run_1/metal_stack.png
Scale bar: 20 um. Two of the layers only.
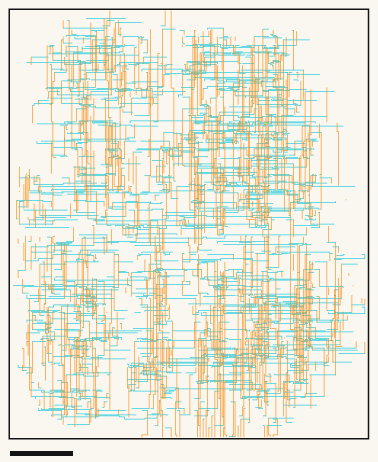
run_1/met2.png
Scale bar: 20 um.
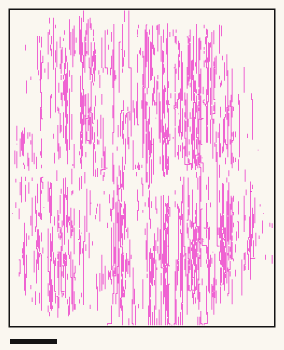
run_1/met3.png
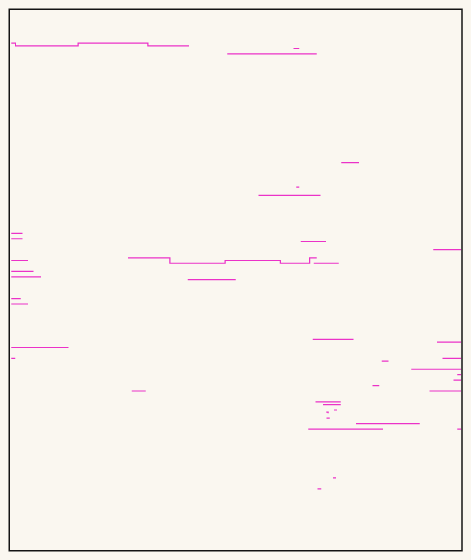
run_1/pdn.png
Scale bar: 20 um. Pins as bars on the die edge.
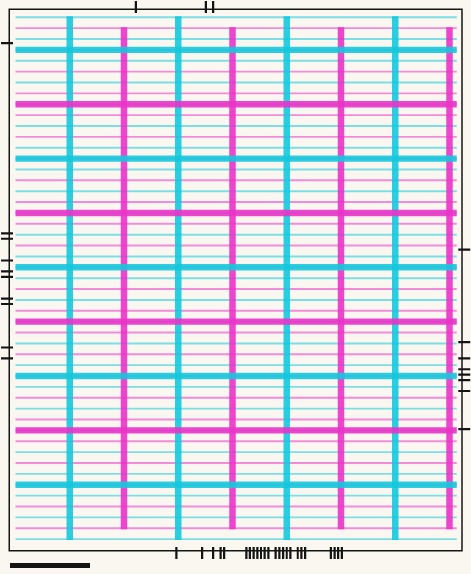
`src/rtl/snake_game_ctrl.sv`:
```
// Game-flow controller for a snake game: key conditioning, game FSM, death blink,
// food placement from an LFSR, and score keeping.
module snake_game_ctrl #(
  parameter int DEBOUNCE_CYC = 250000,
  parameter int BLINK_CYC    = 12500000,
  parameter int DIE_BLINKS   = 3
) (
  input  logic       i_clk,
  input  logic       i_rst,
  input  logic       i_key_start,
  input  logic       i_key_level,
  input  logic       i_hit_wall,
  input  logic       i_hit_body,
  input  logic [5:0] i_head_x,
  input  logic [5:0] i_head_y,
  output logic [1:0] o_game_status,
  output logic [1:0] o_fact_status,
  output logic       o_snake_display,
  output logic       o_add_cube,
  output logic [5:0] o_food_x,
  output logic [5:0] o_food_y,
  output logic       o_food_valid,
  output logic [7:0] o_score
);

  localparam int DB_W = $clog2(DEBOUNCE_CYC + 1);
  localparam int BL_W = $clog2(BLINK_CYC + 1);
  localparam int TG_W = $clog2(2 * DIE_BLINKS + 1);

  typedef enum logic [1:0] {
    S_RESTART = 2'b00,
    S_PAUSE   = 2'b01,
    S_PLAY    = 2'b10,
    S_DIE     = 2'b11
  } state_t;

  logic [1:0] w_key_raw;
  logic [1:0] w_key_press;
  logic       w_start_press;
  logic       w_level_press;
  logic       w_collide;
  logic       w_blink_done;
  logic       w_eat;
  logic       w_die_entry;
  logic [5:0] w_cand_x;
  logic [5:0] w_cand_y;
  logic       w_cand_ok;

  state_t            r_state;
  state_t            w_state_next;
  logic [1:0]        r_fact;
  logic              r_display;
  logic [BL_W-1:0]   r_blink_cnt;
  logic [TG_W-1:0]   r_toggles;
  logic [15:0]       r_lfsr;
  logic [5:0]        r_food_x;
  logic [5:0]        r_food_y;
  logic              r_food_valid;
  logic [7:0]        r_score;

  assign w_key_raw = {i_key_level, i_key_start};

  // Keys idle high, so synchronizers and debounced levels reset to 1.
  generate
    for (genvar gi = 0; gi < 2; gi++) begin : g_key
      logic            r_meta;
      logic            r_sync;
      logic            r_level;
      logic            r_press;
      logic [DB_W-1:0] r_cnt;

      always_ff @(posedge i_clk or posedge i_rst) begin
        if (i_rst) begin
          r_meta  <= 1'b1;
          r_sync  <= 1'b1;
          r_level <= 1'b1;
          r_press <= 1'b0;
          r_cnt   <= '0;
        end else begin
          r_meta  <= w_key_raw[gi];
          r_sync  <= r_meta;
          r_press <= 1'b0;
          if (r_sync == r_level) begin
            r_cnt <= '0;
          end else if (r_cnt == DB_W'(DEBOUNCE_CYC - 1)) begin
            r_cnt   <= '0;
            r_level <= r_sync;
            r_press <= ~r_sync;
          end else begin
            r_cnt <= r_cnt + 1'b1;
          end
        end
      end

      assign w_key_press[gi] = r_press;
    end
  endgenerate

  assign w_start_press = w_key_press[0];
  assign w_level_press = w_key_press[1];
  assign w_collide     = i_hit_wall | i_hit_body;
  assign w_blink_done  = (r_toggles == TG_W'(2 * DIE_BLINKS));

  always_ff @(posedge i_clk or posedge i_rst) begin
    if (i_rst) r_state <= S_RESTART;
    else       r_state <= w_state_next;
  end

  always_comb begin
    w_state_next = r_state;
    case (r_state)
      S_RESTART: if (w_start_press) w_state_next = S_PLAY;
      S_PLAY: begin
        if (w_collide)          w_state_next = S_DIE;
        else if (w_start_press) w_state_next = S_PAUSE;
      end
      S_PAUSE:   if (w_start_press) w_state_next = S_PLAY;
      S_DIE:     if (w_start_press && w_blink_done) w_state_next = S_RESTART;
      default:   w_state_next = S_RESTART;
    endcase
  end

  always_ff @(posedge i_clk or posedge i_rst) begin
    if (i_rst) begin
      r_fact <= 2'd0;
    end else if (r_state == S_RESTART && w_level_press) begin
      r_fact <= (r_fact == 2'd2) ? 2'd0 : r_fact + 2'd1;
    end
  end

  // The blank on entry counts as the first toggle, so the sequence ends visible.
  assign w_die_entry = (w_state_next == S_DIE) && (r_state != S_DIE);

  always_ff @(posedge i_clk or posedge i_rst) begin
    if (i_rst) begin
      r_display   <= 1'b1;
      r_blink_cnt <= '0;
      r_toggles   <= '0;
    end else if (w_die_entry) begin
      r_display   <= 1'b0;
      r_blink_cnt <= '0;
      r_toggles   <= TG_W'(1);
    end else if (r_state == S_DIE) begin
      if (!w_blink_done) begin
        if (r_blink_cnt == BL_W'(BLINK_CYC - 1)) begin
          r_blink_cnt <= '0;
          r_display   <= ~r_display;
          r_toggles   <= r_toggles + 1'b1;
        end else begin
          r_blink_cnt <= r_blink_cnt + 1'b1;
        end
      end
    end else begin
      r_display   <= 1'b1;
      r_blink_cnt <= '0;
      r_toggles   <= '0;
    end
  end

  always_ff @(posedge i_clk or posedge i_rst) begin
    if (i_rst) r_lfsr <= 16'hACE1;
    else       r_lfsr <= {r_lfsr[14:0], r_lfsr[15] ^ r_lfsr[13] ^ r_lfsr[12] ^ r_lfsr[10]};
  end

  assign w_cand_x  = r_lfsr[5:0];
  assign w_cand_y  = {1'b0, r_lfsr[12:8]};
  assign w_cand_ok = (w_cand_x >= 6'd1) && (w_cand_x <= 6'd38) &&
                     (w_cand_y >= 6'd1) && (w_cand_y <= 6'd28) &&
                     !((w_cand_x == i_head_x) && (w_cand_y == i_head_y));

  // A collision in the same cycle suppresses the eat entirely.
  assign w_eat = (r_state == S_PLAY) && r_food_valid && !w_collide &&
                 (i_head_x == r_food_x) && (i_head_y == r_food_y);

  always_ff @(posedge i_clk or posedge i_rst) begin
    if (i_rst) begin
      r_food_x     <= 6'd20;
      r_food_y     <= 6'd15;
      r_food_valid <= 1'b1;
      r_score      <= 8'd0;
    end else if (w_state_next == S_RESTART) begin
      r_food_x     <= 6'd20;
      r_food_y     <= 6'd15;
      r_food_valid <= 1'b1;
      r_score      <= 8'd0;
    end else if (w_eat) begin
      r_food_valid <= 1'b0;
      r_score      <= (r_score == 8'hFF) ? r_score : r_score + 8'd1;
    end else if (!r_food_valid && w_cand_ok) begin
      r_food_x     <= w_cand_x;
      r_food_y     <= w_cand_y;
      r_food_valid <= 1'b1;
    end
  end

  assign o_game_status   = r_state;
  assign o_fact_status   = r_fact;
  assign o_snake_display = r_display;
  assign o_add_cube      = w_eat;
  assign o_food_x        = r_food_x;
  assign o_food_y        = r_food_y;
  assign o_food_valid    = r_food_valid;
  assign o_score         = r_score;

endmodule

```
`config.mk`:
```
export PLATFORM = sky130hd
export DESIGN_NAME = snake_game_ctrl
export DESIGN_NICKNAME = d
export VERILOG_FILES = /design/src/rtl/snake_game_ctrl.sv
export SDC_FILE = /design/constraint.sdc
export NUM_CORES = 1
export LEC_CHECK = 0
export ABC_AREA = 0
export CAP_MARGIN = 20
export CELL_PAD_IN_SITES_DETAIL_PLACEMENT = 1
export CELL_PAD_IN_SITES_GLOBAL_PLACEMENT = 2
export CORE_ASPECT_RATIO = 1.2
export CORE_UTILIZATION = 38
export DETAILED_ROUTE_END_ITERATION = 12
export PLACE_DENSITY = 0.81
export SYNTH_ARGS = -nofsm -noshare
export SYNTH_HDL_FRONTEND = slang
export SYNTH_SLANG_ARGS = --single-unit
```
`constraint.sdc`:
```
create_clock -name i_clk -period 6.1 [get_ports i_clk]
set_clock_uncertainty 0.2 [all_clocks]
set_input_delay 1.83 -clock i_clk [delete_from_list [all_inputs] [get_ports i_clk]]
set_output_delay 1.83 -clock i_clk [all_outputs]
set_load 0.01 [all_outputs]
```
==> summary.txt, run 1 <==
Notes on the flow outputs.

- The final core area utilization reads 45.0%.
- The first-pass GRT wire length is 24300 um.
- The largest stage delay on the critical path is 540 ps.
- The number of buffers inserted by hold repair at cts is 0.
- The final-layout clock buffer total is 10.
- Clock tree buffers and inverters occupy 4.46% of the routed design's cell area.
- By count the netlist is led by 90 x dfrtp_1, 55 x nor2_1, 50 x nand3_1.
- The critical path capture point is o_add_cube.
- The launching element type of the critical path is a primary input.
- The async set or reset register ratio after synthesis reads 100%.
- After synthesis, the cell types taking the most area are dfrtp_1 40%, dfstp_2 10%, xor2_1 7.2%, nand3_1 4.5%, nor2_1 3.7%.
- Traced cell by cell, the critical path runs through clkdlybuf4s50_1 -> or3_4 -> nor3_1 -> nand4_1 -> nor2_1 -> clkdlybuf4s50_1.
- The footprint of the multi-input gates reads 0.00266 sq mm.
- The power drawn by the combinational cells is 49.9 uW.
- The script extracted a total leakage power of 0.00259 uW.
- The number of tap cells inserted reads 175.
- STA puts the critical path data arrival time at 3750 ps.
- The instance tally after logic synthesis reads 564.
- The quantity of I/O buffers inserted on ports reads 43.
- The area occupied by registers reads 0.00283 sq mm.
- After synthesis the cells add up to 0.00561 sq mm.
- Summed over all failing endpoints, the final setup total negative slack is 0 ps.
- The maximum VDD drop reads 0.000108 V.
- The hold violation total from the final report reads 0.
- The slew of the pin with the lowest slew margin reads 937 ps.
- The logic depth of the worst path, buffers included reads 6.
- The clock net in this run drives a total of 112 sinks.
- The worst hold path startpoint reads r_lfsr[6]$_DFF_PP1_.
- The number of cell instances after yosys synthesis is 564.
- The total of flip-flops plus latches after synthesis is 112.
- The largest contributor to cell area by class is registers.
- In the layout the commonest cells are 90 x dfrtp_1, 55 x nor2_1, 50 x nand3_1.
- The number of warnings issued by yosys reads 0.
- The critical path startpoint is i_hit_body.
- The area growth from synthesis to final layout is 15.6%.
- The number of cells in the design after placement is 765.
- The met3 layer wire length in the routed design reads 307 um.
- The final HPWL from detailed placement is 10300 um.
- The sequential cell area share reads 43.6%.
- Per the synth stats, the flop cell with the highest instance count is dfrtp_1.
- The report lists the number of standard-cell rows as 48.
- The most used cell along the critical path reads clkdlybuf4s50_1.
- The worst hold path endpoint reads r_lfsr[7]$_DFF_PP1_.
- The fraction of cell area in non-clock buffers reads 7.10%.
- The tally of non-filler cells in the final layout is 781.
- Looking at the critical path, the single cell with the biggest stage delay is clkdlybuf4s50_1.
- The max capacitance violation total reads 0.
- The power consumed by sequential cells is 752 uW.
- The leading cell type by number of instances after synthesis reads dfrtp_1.
- The biggest area contributor in the post-synthesis netlist is dfrtp_1.
- The setup slack after layout reads 323 ps.
- Setup repair after global routing left no endpoint under its margin.
- The multi-input gate share of total cell area is 41.0%.
- The highest metal layer with signal wires reads met4.
- The ratio of total power to cell area reads 215 mW/mm^2.
- The simple-gate share of the synthesized area reads 25.9%.
- Summing the areas of all compound-gate instances in the mapped netlist gives 8.50% of the synthesized area.
- The share of total power dissipated in the clock network is 42.5%.
- The fraction of layout cells with a size suffix above 1 is 8.58%.
- The met2 track utilization from global routing reads 35.7%.
- The total congestion overflow reads 0.
- The largest registers in the layout are g_key.r_cnt (36), r_blink_cnt (24), r_lfsr (16).
- Of the total synthesized cell area, the portion taken by XOR and XNOR cells is 10.5%.
- After clock tree synthesis, the setup repair step added 0 buffers.
- The worst setup slack after placement is 309 ps.
- After synthesis, the share of cell area in mux cells is 1.14%.
- Hold analysis shows the worst path with a depth of 0.
- The final number of max-transition violations is 0.
- Counting flops with a built-in enable in the synthesized netlist gives 0.
- The type of the worst setup path reads primary input to primary output.
- The share of synthesized cell area in full adder, half adder and majority cells reads 1.34%.
- The via count of the first global-routing pass reads 4808.
- The placed instances occupy a cell area of 0.00620 sq mm.
- Hold is met by 152 ps.
- The clock network power reads 592 uW.
- The number of different library cells in the post-synthesis netlist reads 55.
- The share of the yosys chip area belonging to registers reads 50.5%.
- The remaining max-slew budget at the tightest pin is 37.4%.
- The root buffer cell chosen for the clock tree is clkbuf_16.
- The non-clock inverter count in the final layout reads 6.
- The timing report attributes the biggest portion of critical-path delay to buffers and inverters.
- The report lists the number of cells resized after CTS as 0.
- From left edge to right edge, the die measures 113 um.
- The worst hold-check path type reads register to register.
- The total length of routed met2 wires is 7310 um.
- The switching fraction of total power is 23.8%.
- The buffer and inverter count on the worst path reads 2.
- The maximum number of pins on one net before global-route repair is 51.
- The initial antenna violation count was 0.
- The design internal power is 1060 uW.
- The synthesized netlist net count is 588.
- The capture point of the worst register-to-register path is recorded as o_score[5]$_DFFE_PP0P_.
- The flow ran to the end, and the final reports show no timing, DRC or antenna violations.
- The register with the most flip-flops is g_key.r_cnt.
Back to the opening pictures, metal_stack.png:
orange -> met2  # wire length 7310 um
cyan -> met1  # wire length 6460 um
count of vias placed by the detailed router: 4435
overall routing resource usage: 20.4%
WL final: 14300 um
post-detailed-route wirelength per cell: 18.3 um

Back to the opening pictures, met2.png:
wire length on this layer = 7310 um
main direction = vertical
share of all routed wire = 51%
longest straight run = 51.3 um
nets with wire on the layer = 561

Back to the opening pictures, met3.png:
wire length on this layer = 307 um
share of all routed wire = 2.2%
nets with wire on the layer = 32
longest straight run = 22.1 um
main direction = horizontal
met3 GRT Util: 2.96%

Back to the opening pictures, pdn.png:
magenta -> VDD
cyan -> VSS
rows = 48
met5 straps = 9
met1 rails = 49
met4 straps = 8
signal pins = 45

run_1/final_clocks.png
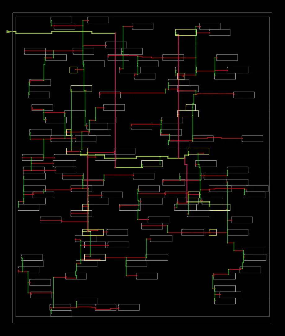

==> run 1 -> run 2 <==
--- a/config.mk
+++ b/config.mk
@@ -10,6 +10,7 @@
 export CELL_PAD_IN_SITES_DETAIL_PLACEMENT = 1
 export CELL_PAD_IN_SITES_GLOBAL_PLACEMENT = 2
 export CORE_ASPECT_RATIO = 1.2
+export CORE_MARGIN = 3
 export CORE_UTILIZATION = 38
 export DETAILED_ROUTE_END_ITERATION = 12
 export PLACE_DENSITY = 0.81
run_2/final_clocks.png
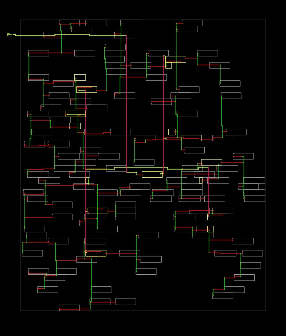
Clock net power: 574 uW
TritonCTS Buffers: 9

==> summary.txt, run 2 <==
Notes on the flow outputs.

- The setup slack after layout came to 233 ps (-90.4 ps).
- The synthesis run shows the most used standard cells to be 90 x dfrtp_1, 55 x nor2_1, 50 x nand3_1.
- The worst setup slack after placement reads 226 ps (-82.5 ps).
- The cell area after technology mapping reads 0.00561 sq mm (unchanged).
- The clock root buffer master reads clkbuf_16.
- The setup path with the least slack is of type primary input to primary output.
- The maximum VDD drop was 0.000138 V (+28%).
- The final core area utilization was 45.1% (+0.14 points).
- The met2 track utilization from global routing is 30.7% (-5.0 points).
- The sequential cell area share reads 43.5% (-0.13 points).
- The final hold slack reads 153 ps (+0.816 ps).
- The hold violation total from the final report is 0 (unchanged).
- The xor/xnor share of the synthesized area reads 10.5% (unchanged).
- The final-layout clock buffer total reads 13 (+3).
- The instance count along the most critical hold path came to 0 (unchanged).
- Yosys attributes the largest share of cell area to dfrtp_1 40%, dfstp_2 10%, xor2_1 7.2%, nand3_1 4.5%, nor2_1 3.7%.
- The cell area after placement was 0.00619 sq mm (-0.16%).
- The met3 layer wire length in the routed design is 348 um (+13%).
- The number of instances resized during post-cts repair reads 0 (unchanged).
- The final number of max-transition violations is 0 (unchanged).
- The synthesized netlist net count is 588 (unchanged).
- The worst hold path endpoint is r_lfsr[15]$_DFF_PP1_.
- The buffer and inverter count on the worst path is 2 (unchanged).
- The cell type of the slowest stage on the worst timing path is clkdlybuf4s50_1.
- The critical path capture point is o_add_cube.
- The area occupied by registers is 0.00283 sq mm (unchanged).
- The share of the yosys chip area belonging to registers is 50.5% (unchanged).
- The worst setup path is launched from a primary input.
- The critical path's top delay family reads buffers and inverters.
- The maximum number of pins on one net before global-route repair reads 83 (+63%).
- The footprint of the multi-input gates is 0.00267 sq mm (+0.19%).
- The register with the most flip-flops is g_key.r_cnt.
- The buffers inserted during post-CTS setup optimization is 0 (unchanged).
- The met3 track utilization from global routing is 2.75% (-0.21 points).
- The number of different library cells in the post-synthesis netlist reads 55 (unchanged).
- The highest metal layer with signal wires reads met4.
- The number of buffers inserted by hold repair at cts reads 0 (unchanged).
- The leading cell type by number of instances after synthesis is dfrtp_1.
- The worst hold-check path type is register to register.
- The ratio of total power to cell area is 212 mW/mm^2 (-1.4%).
- The first-pass GRT wire length reads 24200 um (-0.12%).
- The largest stage delay on the critical path is 580 ps (+40 ps).
- The area growth from synthesis to final layout reads 16.0%.
- The run finished with clean final reports.
- The simple-gate share of the synthesized area is 25.9% (unchanged).
- The registers reported with the highest flop counts are g_key.r_cnt (36), r_blink_cnt (24), r_lfsr (16).
- Setup repair after global routing left no endpoint under its margin.
- The final HPWL from detailed placement is 10100 um (-1.8%).
- The instance tally after logic synthesis was 564 (unchanged).
- The remaining max-slew budget at the tightest pin is 39.1% (+1.7 points).
- The max capacitance violation total was 0 (unchanged).
- The area fraction in compound gates after synthesis was 8.50% (unchanged).
- The share of synthesized cell area in full adder, half adder and majority cells is 1.34% (unchanged).
- The fraction of cell area in non-clock buffers came to 7.39% (+0.29 points).
- The total of flip-flops plus latches after synthesis is 112 (unchanged).
- The number of sinks on the clock net was 112 (unchanged).
- The total length of routed met2 wires reads 7380 um (+0.94%).
- The tally of non-filler cells in the final layout is 781 (unchanged).
- The async set or reset register ratio after synthesis was 100% (unchanged).
- The number of enable flip-flop cells is 0 (unchanged).
- The logic depth of the worst path, buffers included is 6 (unchanged).
run_2/metal_stack.png
Scale bar: 20 um. Two of the layers only.
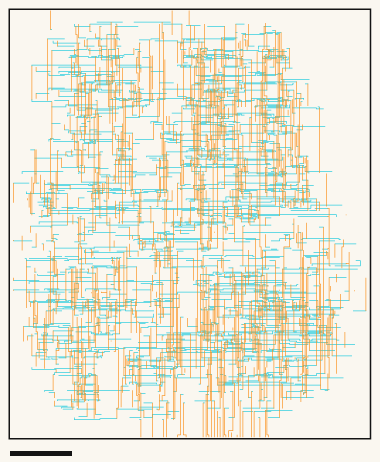

==> run 2 -> run 3 <==
--- a/config.mk
+++ b/config.mk
@@ -14,6 +14,8 @@
 export CORE_UTILIZATION = 38
 export DETAILED_ROUTE_END_ITERATION = 12
 export PLACE_DENSITY = 0.81
+export SLEW_MARGIN = 20
 export SYNTH_ARGS = -nofsm -noshare
 export SYNTH_HDL_FRONTEND = slang
 export SYNTH_SLANG_ARGS = --single-unit
+export TNS_END_PERCENT = 50
run_3/metal_stack.png
Scale bar: 20 um. Two of the layers only.
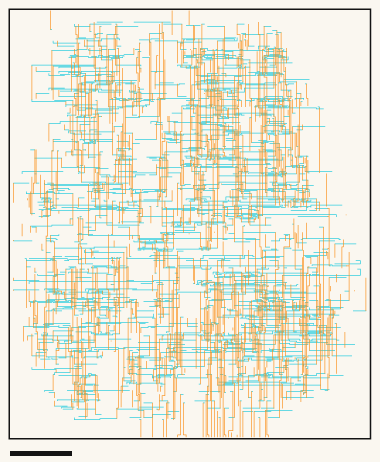
cyan -> met1  # wire length 6360 um
orange -> met2  # wire length 7350 um

==> summary.txt, run 3 <==
Notes on the flow outputs.

- The post-route total power is 1380 uW.
- The footprint of the multi-input gates is 0.00268 sq mm (+0.33%).
- For reference, the critical path cell chain is clkdlybuf4s50_1 -> or3_4 -> nor3_1 -> nand4_1 -> nor2_1 -> clkdlybuf4s50_1.
- Counting stages on the worst path, the most repeated cell is clkdlybuf4s50_1.
- The number of nets in the layout is 623.
- The instance count along the most critical hold path was 0 (unchanged).
- The buffer_ports step reported a buffer count of 43.
- The average via count per standard cell is 5.73.
- According to the tapcell log, the count of inserted taps is 175.
- The final number of max-transition violations came to 0 (unchanged).
- The worst hold path endpoint is r_lfsr[15]$_DFF_PP1_.
- In this run the standard cell core region covers 0.0144 sq mm.
- The cell type of the slowest stage on the worst timing path is clkdlybuf4s50_1.
- Yosys reports a chip area of 0.00561 sq mm.
- Post-synth the commonest register cell is dfrtp_1.
- The starting DRC count in detailed routing is 184.
- The cell area after placement is 0.00619 sq mm (unchanged).
- The sequential group share of total power reads 54.6%.
- Setup slack on the worst reg-to-reg path comes out at 3400 ps.
- The final-layout clock buffer total reads 13 (unchanged).
- The area fraction in compound gates after synthesis came to 8.50% (unchanged).
- The final hold slack reads 153 ps (+0.0960 ps).
- The area growth from synthesis to final layout is 15.5%.
- The async set or reset register ratio after synthesis was 100% (unchanged).
- The simple-gate share of the synthesized area is 25.9% (unchanged).
- The global routing stage identified its most utilized layer as met2.
- The main logic family after synthesis is simple AND/OR/NAND/NOR gates.
- The highest metal layer with signal wires is met4.
- The first-pass GRT wire length is 24200 um (unchanged).
- The number of instances resized during post-cts repair is 0 (unchanged).
- The buffer depth of the longest clock path is 2.
- The final HPWL from detailed placement reads 10100 um (unchanged).
- Sorting the synthesis cell report by count puts at the top dfrtp_1.
- The ratio of total power to cell area was 213 mW/mm^2 (+0.44%).
- The xor/xnor share of the synthesized area reads 10.5% (unchanged).
- The cell area after technology mapping is 0.00561 sq mm (unchanged).
- The number of flip-flops and latches is 112.
- The number of sinks on the clock net was 112 (unchanged).
- The launching element type of the critical path is a primary input.
- The maximum net fanout on the critical path reads 5.
- The number of cells in the design after placement reads 763.
- The portion of the clock cycle consumed by the worst path in the final layout is 96.1%.
- The final core area utilization was 45.0% (-0.16 points).
- For reference, the critical path is launched at i_hit_body.
- The switching power reads 311 uW.
- The site row count reads 48.
- The buffers inserted during post-CTS setup optimization reads 0 (unchanged).
- The max capacitance violation total is 0 (unchanged).
- The launch point of the worst min-delay path is recorded as r_lfsr[14]$_DFF_PP0_.
- The met3 layer wire length in the routed design is 357 um (+2.6%).
- The hold violation total from the final report is 0 (unchanged).
- The effective utilization at floorplan is 38.9%.
- The switching fraction of total power is 22.5%.
- The met3 track utilization from global routing is 2.75% (unchanged).
- The combinational cell fraction of total power reads 3.6%.
- The register with the most flip-flops in the layout has 36 of them.
- The required time of the critical path is 4070 ps.
- The instance tally after logic synthesis reads 564 (unchanged).
- The number of design rule violations left after detail routing is 0.
- The clock distribution area overhead in the final layout reads 4.38%.
- The portion of synthesized cell area occupied by the leading cell type reads 40.2%.
- The wire length after detailed routing is 14500 um.
- The total I/O pin count reads 45.
- The sequential cell area share is 43.7% (+0.16 points).
- The critical path capture point reads o_add_cube.
- The number of enable flip-flop cells reads 0 (unchanged).
- The TritonCTS clock tree is done.
- The total congestion overflow is 0.
- The remaining max-slew budget at the tightest pin is 39.0% (-0.052 points).
- The critical path's top delay family is buffers and inverters.
- The height of the die is 139 um.
- The via count of the first global-routing pass reads 4830.
- The script extracted a total leakage power of 0.00258 uW.
- The total of flip-flops plus latches after synthesis came to 112 (unchanged).
- The clock period could shrink to 5860 ps.
- The share of the yosys chip area belonging to registers reads 50.5% (unchanged).
- By area the synthesized netlist is led by dfrtp_1 40%, dfstp_2 10%, xor2_1 7.2%, nand3_1 4.5%, nor2_1 3.7%.
- The tightest min-delay check is of the register to register type.
- The reg-to-reg endpoint reads o_score[3]$_DFFE_PP0P_.
- The share of synthesized cell area in full adder, half adder and majority cells was 1.34% (unchanged).
- The area occupied by registers is 0.00283 sq mm (unchanged).
- The fraction of cell area in non-clock buffers reads 6.87% (-0.51 points).
- The initial antenna violation count is 0.
- Counting flops per register, the top entry is g_key.r_cnt.
- Counting the fill cells in the layout gives 1612.
- The clock network power is 577 uW (about the same).
- The multiplexer share of the synthesized area is 1.14%.
- The largest registers in the layout are g_key.r_cnt (36), r_blink_cnt (24), r_lfsr (16).
- For this run, the script counts the antenna cells in the layout as 0.
- The maximum operating frequency is 171 MHz.
- The post-detailed-route wirelength per cell reads 18.6 um.
- The number of warnings issued by yosys is 0.
- The final-report setup violation count reads 0.
- After synthesis, the most frequently instantiated cells are 90 x dfrtp_1, 55 x nor2_1, 50 x nand3_1.
- The maximum number of pins on one net before global-route repair reads 83 (unchanged).
- The buffer and inverter count on the worst path was 2 (unchanged).
- The setup slack after layout reads 237 ps (+4.50 ps).
- The multi-input logic cell count is 425.
- The largest contributor to cell area by class reads registers.
- The tally of non-filler cells in the final layout reads 779 (-0.26%).
- The critical path is of the primary input to primary output type.
- The synthesized netlist net count came to 588 (unchanged).
- The average footprint of a synthesized cell reads 9.95 sq um.
- The kind of end point of the critical path reads a primary output.
- The root buffer cell chosen for the clock tree is clkbuf_16.
- The maximum VDD drop was 0.000139 V (about the same).
- The worst setup slack after placement is 226 ps (unchanged).
- The met2 track utilization from global routing reads 30.7% (unchanged).
- Across all layers, the routed design uses 4463 vias.
- The library cells used most frequently in the layout, excluding fill and tap cells, are 90 x dfrtp_1, 55 x nor2_1, 50 x nand3_1.
- Per report_power, the clock group accounts for 41.8% of the total.
- The placer congestion estimate is 0.838.
- The OpenROAD report gives the critical path a data arrival time of 3830 ps.
- The logic depth of the worst path, buffers included is 6 (unchanged).
- The number of different library cells in the post-synthesis netlist reads 55 (unchanged).
- The flow ran to the end, and the final reports show no timing, DRC or antenna violations.
- The number of buffers inserted by hold repair at cts reads 0 (unchanged).
- Across the whole layout, multi-input logic makes up 41.3% of the cell area.
- The overall routing resource usage reads 18.6%.
- The total clock buffers created by CTS is 9 (unchanged).
- The synth_stat.txt file lists the number of cells as 564.
- The largest stage delay on the critical path reads 580 ps (about the same).
- In the power breakdown, the biggest contributor is registers.
- The die area reads 0.0163 sq mm.
- Setup repair after global routing left no endpoint under its margin.
- The total length of routed met2 wires reads 7350 um (-0.35%).
- The routed length on met1 is 6360 um.
- The count of H-tree levels built during CTS is 3.
- The number of signal-net buffers in the layout is 45.
- The clock edge transition at the registers on the reported setup and hold paths is 70 ps.
- The final standard cell area without fillers reads 0.00648 sq mm.
No activity file was given, so power comes from the tool's default toggle rates.
